$ cat config.mk
export PLATFORM = sky130hd
export DESIGN_NAME = aes_host_driver
export DESIGN_NICKNAME = d
export VERILOG_FILES = /design/src/rtl/aes_host_driver.sv
export SDC_FILE = /design/constraint.sdc
export NUM_CORES = 1
export LEC_CHECK = 0
export CORE_UTILIZATION = 30
export CTS_CLUSTER_DIAMETER = 30
export DETAILED_ROUTE_END_ITERATION = 10
export SYNTH_ARGS = -nofsm -noshare
export SYNTH_HDL_FRONTEND = slang
export SYNTH_SLANG_ARGS = --single-unit
$ cat constraint.sdc
create_clock -name clk -period 4.83 [get_ports clk]
set_input_delay 0.7245 -clock clk [delete_from_list [all_inputs] [get_ports clk]]
set_output_delay 0.7245 -clock clk [all_outputs]
set_load 0.005 [all_outputs]
$ cat src/rtl/aes_host_driver.sv
// ---------------------------------------------------------------------------
// aes_host_driver
//
// Bus initiator for the AES peripheral. On a start request it latches a
// 128-bit key and a 128-bit plaintext. It writes the key as four 32-bit beats,
// then writes the plaintext as four 32-bit beats. It then waits for the core's
// aes_done level and reads the 128-bit ciphertext back as four 32-bit beats.
// Word 0 of every block is bits [0:31], so the most significant word goes first.
//
// Handshake semantics:
//   start is sampled only while the FSM is IDLE. In any other state it is
//   ignored and not queued. CS is a strobe with one beat per cycle and no
//   back-pressure. The peripheral accepts a write beat, or presents read
//   data, in every cycle in which CS is high.
//
// Ports:
//   clk        system clock; all state changes on the rising edge
//   reset      asynchronous, active-low reset
//   start      request a new encryption (IDLE only)
//   key_in     128-bit key, beat 0 = bits [0:31]
//   msg_in     128-bit plaintext, same beat ordering
//   result     ciphertext assembled from the four read beats
//   busy       high in every state except IDLE
//   done       one-cycle pulse when result is complete
//   error      one-cycle pulse when WAIT times out
//   CS         bus beat strobe
//   RW         1 = read, 0 = write
//   adress     1 = key register, 0 = message register
//   bus_wdata  write beat data
//   bus_oe     drive enable for bus_wdata, high only on write beats
//   bus_rdata  read beat data from the peripheral
//   aes_done   level from the AES core: ciphertext available
//
// Optional feature (macro AES_HOST_KEY_CACHE_EN):
//   Remembers the last key that was written. If a new request carries the
//   same key, the four key beats are skipped.
// ---------------------------------------------------------------------------
module aes_host_driver #(
   parameter int TIMEOUT = 64,
   parameter int DATA_W  = 32
) (
   input  logic              clk,
   input  logic              reset,
   input  logic              start,
   input  logic [0:127]      key_in,
   input  logic [0:127]      msg_in,
   output logic [0:127]      result,
   output logic              busy,
   output logic              done,
   output logic              error,
   output logic              CS,
   output logic              RW,
   output logic              adress,
   output logic [0:DATA_W-1] bus_wdata,
   output logic              bus_oe,
   input  logic [0:DATA_W-1] bus_rdata,
   input  logic              aes_done
);

   localparam int TW = $clog2(TIMEOUT + 1);

   typedef enum logic [2:0] {
      IDLE   = 3'd0,
      WR_KEY = 3'd1,
      WR_MSG = 3'd2,
      WAIT   = 3'd3,
      RD_CT  = 3'd4,
      DONE   = 3'd5
   } state_t;

   state_t          state, state_n;
   logic [1:0]      beat, beat_n;
   logic [TW-1:0]   tmo_cnt, tmo_n;
   logic [0:127]    key_q, msg_q;
   logic [0:127]    key_src, msg_src;
   logic            cache_hit;
   logic            timeout_ev;

   // Registered-output next values
   logic              cs_d, rw_d, adr_d, oe_d, busy_d, done_d, error_d;
   logic [0:DATA_W-1] wdata_d;

`ifdef AES_HOST_KEY_CACHE_EN
   logic [0:127] last_key;
   logic         key_valid;

   assign cache_hit = key_valid && (key_in == last_key);

   always_ff @(posedge clk or negedge reset) begin
      if (!reset) begin
         last_key  <= '0;
         key_valid <= 1'b0;
      end else if (state == WR_KEY && beat == 2'd3) begin
         last_key  <= key_q;
         key_valid <= 1'b1;
      end else if (timeout_ev) begin
         key_valid <= 1'b0;
      end
   end
`else
   assign cache_hit = 1'b0;
`endif

   assign timeout_ev = (state == WAIT) && (state_n == IDLE);

   // In IDLE the copies are being loaded on the same edge, so the first beat
   // has to come straight from the inputs.
   assign key_src = (state == IDLE) ? key_in : key_q;
   assign msg_src = (state == IDLE) ? msg_in : msg_q;

   // State register
   always_ff @(posedge clk or negedge reset) begin
      if (!reset) begin
         state   <= IDLE;
         beat    <= 2'd0;
         tmo_cnt <= '0;
      end else begin
         state   <= state_n;
         beat    <= beat_n;
         tmo_cnt <= tmo_n;
      end
   end

   // Next-state logic
   always_comb begin
      state_n = state;
      beat_n  = beat;
      tmo_n   = '0;
      case (state)
         IDLE: begin
            if (start) begin
               beat_n  = 2'd0;
               state_n = cache_hit ? WR_MSG : WR_KEY;
            end
         end
         WR_KEY: begin
            beat_n = beat + 2'd1;
            if (beat == 2'd3) state_n = WR_MSG;
         end
         WR_MSG: begin
            beat_n = beat + 2'd1;
            if (beat == 2'd3) state_n = WAIT;
         end
         WAIT: begin
            // aes_done wins over a timeout that lands on the same edge.
            if (aes_done) begin
               state_n = RD_CT;
               beat_n  = 2'd0;
            end else if (tmo_cnt == TW'(TIMEOUT - 1)) begin
               state_n = IDLE;
            end else begin
               tmo_n = tmo_cnt + TW'(1);
            end
         end
         RD_CT: begin
            beat_n = beat + 2'd1;
            if (beat == 2'd3) state_n = DONE;
         end
         DONE:    state_n = IDLE;
         default: state_n = IDLE;
      endcase
   end

   // Output decode. The values come from the state being entered, so the
   // registered outputs line up with that state's cycle.
   always_comb begin
      cs_d    = 1'b0;
      rw_d    = 1'b0;
      adr_d   = 1'b0;
      oe_d    = 1'b0;
      wdata_d = '0;
      case (state_n)
         WR_KEY: begin
            cs_d    = 1'b1;
            adr_d   = 1'b1;
            oe_d    = 1'b1;
            wdata_d = key_src[{beat_n, 5'd0} +: DATA_W];
         end
         WR_MSG: begin
            cs_d    = 1'b1;
            oe_d    = 1'b1;
            wdata_d = msg_src[{beat_n, 5'd0} +: DATA_W];
         end
         RD_CT: begin
            cs_d = 1'b1;
            rw_d = 1'b1;
         end
         default: ;
      endcase
      busy_d  = (state_n != IDLE);
      done_d  = (state_n == DONE);
      error_d = timeout_ev;
   end

   // Output registers and datapath
   always_ff @(posedge clk or negedge reset) begin
      if (!reset) begin
         CS        <= 1'b0;
         RW        <= 1'b0;
         adress    <= 1'b0;
         bus_oe    <= 1'b0;
         bus_wdata <= '0;
         busy      <= 1'b0;
         done      <= 1'b0;
         error     <= 1'b0;
         result    <= '0;
         key_q     <= '0;
         msg_q     <= '0;
      end else begin
         CS        <= cs_d;
         RW        <= rw_d;
         adress    <= adr_d;
         bus_oe    <= oe_d;
         bus_wdata <= wdata_d;
         busy      <= busy_d;
         done      <= done_d;
         error     <= error_d;
         if (state == IDLE && start) begin
            key_q <= key_in;
            msg_q <= msg_in;
         end
         // The read data is valid at the edge that ends each read beat.
         if (state == RD_CT) result[{beat, 5'd0} +: DATA_W] <= bus_rdata;
      end
   end

endmodule
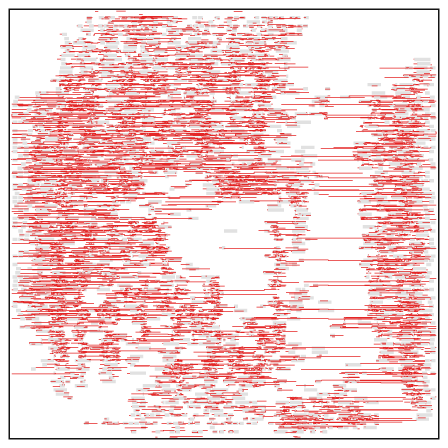
Run 1: metal 1
2,744 nets have wire on it. The layer carries 33.9 mm of wire.
met1 Use GR: 26.7%
final wirelength: 87.3 mm

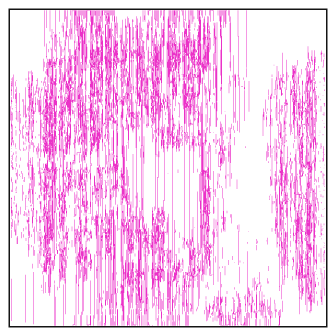
Run 1: metal 2
The layer holds 48% of the routed length. The wires run mostly vertical. The longest straight run is 148 um.
number of vias in the routed layout: 20,900
Global Route met2 Usage: 36.8%

==> results.txt, run 1 <==
Numbers from the implementation run.

The flow ran to the end, and the final reports show no timing, DRC or antenna violations. Per the gpl log, the routability congestion estimate is 0.865. The clock network power is 8.47 mW. The filler-free cell count of the finished design is 3,821.

The fraction of standard cell area in multi-input logic is 32.9%. For the final routed database, the setup TNS stands at 0 ns. The number of levels the H-tree was split into is 3. The terminus of the critical flop-to-flop path is bus_wdata[11]$_DFF_PN0_. The fraction of final layout cells sized beyond drive strength 1 is 18.0%. The placed instance area is 28,300 um2. The power density over cell area is 802 nW/um2. The highest layer used for signal routing is met5.

At the floorplan stage, the core utilization is reported as 30.6%. The sequential cells in the finished layout cover a total of 10,900 um2. When the netlist entered floorplanning its net count stood at 2,651. The number of global-route vias before repair is 21,400. The kind of capture point of the worst setup path is a flop. Non-clock buffers make up 15.4% of the layout cell area. The synthesis run shows multiplexers occupying 12.5% of the cell area. The first routing iteration left 1,601 violations.

The library cell contributing the largest single delay on the critical path is sky130_fd_sc_hd__dfrtp_4. According to the timing report, the critical path is captured at bus_wdata[11]$_DFF_PN0_. Leaving out fill and tap cells, the most frequent cells in the layout are sky130_fd_sc_hd__clkdlybuf4s50_1 (457), sky130_fd_sc_hd__dfrtp_1 (432), sky130_fd_sc_hd__nand2_1 (387).

Per the run summary, max-cap violations total 0. The combinational gate area is 10,700 um2. The average size of a mapped cell is 9.73 um2. For reference, the critical path is launched at state[0]$_DFF_PN0_. The biggest slice of the area belongs to sequential cells. The total number of multi-input combinational cells is 1,586. Counting along the longest clock path gives a buffer depth of 3.

The data required time of the critical path is 5.41 ns. The fraction of area in clock buffers and inverters is 13.5%. The top cell type's share of synthesized area is 47.5%.

By area, the combinational part of the netlist is dominated by AND-OR/OR-AND gates. The delay of the slowest cell on the worst path is 0.84 ns. The worst-case reg-to-reg setup slack stands at 1.31 ns. The finished layout cell area is 32,700 um2.

Combinational cells account for 41.0% of the total power.
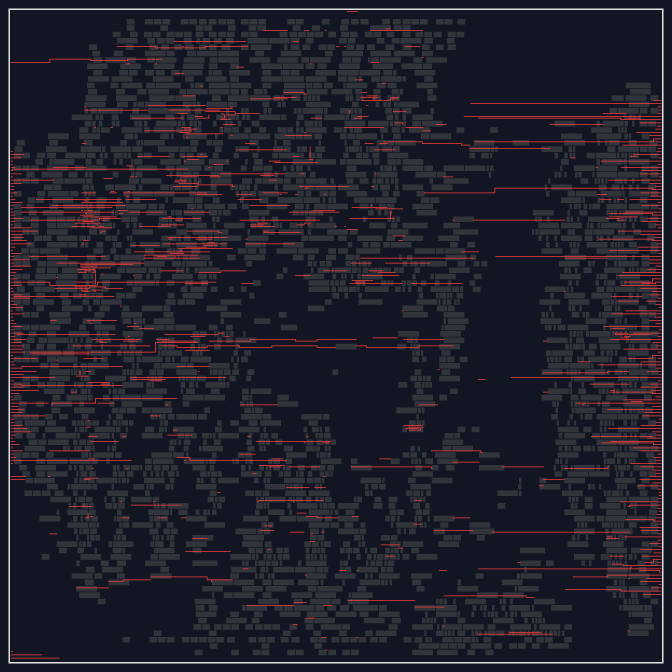
Run 1: met3 routing
The longest straight run is 84.1 um. 460 nets have wire on it. The layer holds 7.7% of the routed length. The wires run mostly horizontal.
met3 routing resource usage after global routing: 5.35%

==> run 1: worst min-delay path by stage <==
| stage | start | end | depth (start not counted) |
|---|---|---|---|
| 2_1_floorplan | reset | CS$_DFF_PN0_ | 0 |
| 3_3_place_gp | tmo_cnt[0]$_DFF_PN0_ | tmo_cnt[0]$_DFF_PN0_ | 1 |
| 3_5_place_dp | tmo_cnt[6]$_DFF_PN0_ | error$_DFF_PN0_ | 1 |
| 4_1_cts | reset | result[58]$_DFFE_PN0P_ | 1 |
| 5_1_grt | reset | result[25]$_DFFE_PN0P_ | 1 |
| 6_report | reset | result[25]$_DFFE_PN0P_ | 1 |
==> run 1: worst max-delay path: cells and delay by family, from the launching register on <==
family          cells  cell delay (ns)
buf+inv             2             0.94
compound gates      3             0.88
flops               1             0.84
mux                 1             0.46
xor+xnor            1             0.27
Run 1, metal 4:
The bar under the picture is 100 um long.
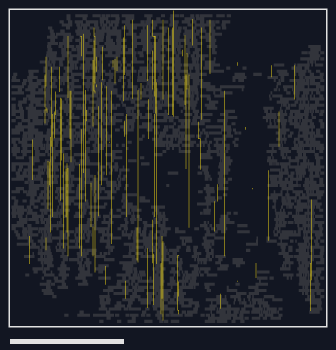

## Run 2: what changed since run 1
clock period = 3.4 ns   (was 4.83 ns; I/O delays follow)
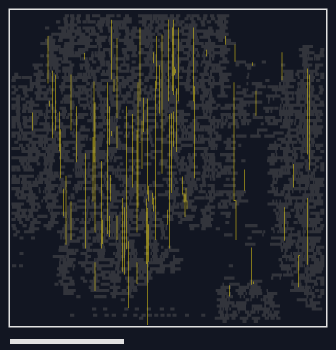
Run 2: metal 4
The bar under the picture is 100 um long.
70 nets have wire on it. The layer holds 4.5% of the routed length. The wires run mostly vertical.

==> results.txt, run 2 <==
Numbers from the implementation run.

The setup total negative slack is 0 ns (unchanged). The number of levels the H-tree was split into is 3 (unchanged). The worst register-to-register path ends at bus_wdata[13]$_DFF_PN0_. The fraction of final layout cells sized beyond drive strength 1 came to 18.7% (+0.72 points).

The global-route met3 utilization is 4.84% (-0.50 points). The count of cells along the worst hold path is 3. The core utilization at floorplan was 30.6% (unchanged). The combinational gate area was 10,700 um2 (about the same). The max capacitance violation total is 0 (unchanged). The slowest stage of the critical path belongs to the cell sky130_fd_sc_hd__a221oi_1. The delay of the slowest cell on the worst path is 0.86 ns (+0.02 ns). The endpoint of the worst hold-timing path is key_q[111]$_DFFE_PN0P_. The flow ran to the end, and the final reports show no timing, DRC or antenna violations. In this run the top signal layer used is met5. The storage element area is 10,900 um2 (unchanged). The area fraction in mux cells was 12.5% (unchanged). The worst hold path begins at key_in[111]. The filler-free cell count of the finished design is 3,844 (+0.60%).

The top cell type's share of synthesized area is 47.5% (unchanged). The data required time of the critical path was 3.93 ns (-1.48 ns). The final weighted congestion of routability-driven global placement is 0.908 (+4.9%). Of the combinational cells, the family taking the most area is AND-OR/OR-AND gates. The worst path buffer plus inverter count is 1 (-1). The total nets after synthesis was 2,651 (unchanged).
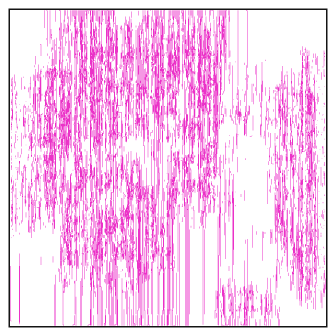
Run 2: metal 2
The longest straight run is 136 um. The layer holds 50% of the routed length. 2,647 nets have wire on it.

==> run 2: report_power, final <==
| part | switching, mW | total, mW | internal, mW | leakage [nW] |
|---|---|---|---|---|
| clock | 3.57 | 12.4 | 8.84 | 2.14 |
| combinational | 8.33 | 15.6 | 7.32 | 6.44 |
| sequential | 2.13 | 9.86 | 7.73 | 5.05 |
| total | 14.0 | 37.9 | 23.9 | 13.6 |
==> run 2: layout make-up <==
type	count	share of cell area [%]
sequential	435	32.9
multi-input combinational	1586	32.4
timing repair buffer	523	16.2
clock buffer	136	9.33
clock inverter	83	4.23
tap	969	3.66
inverter	105	1.19
antenna	7	0.0529
No activity file was given, so power comes from the tool's default toggle rates.
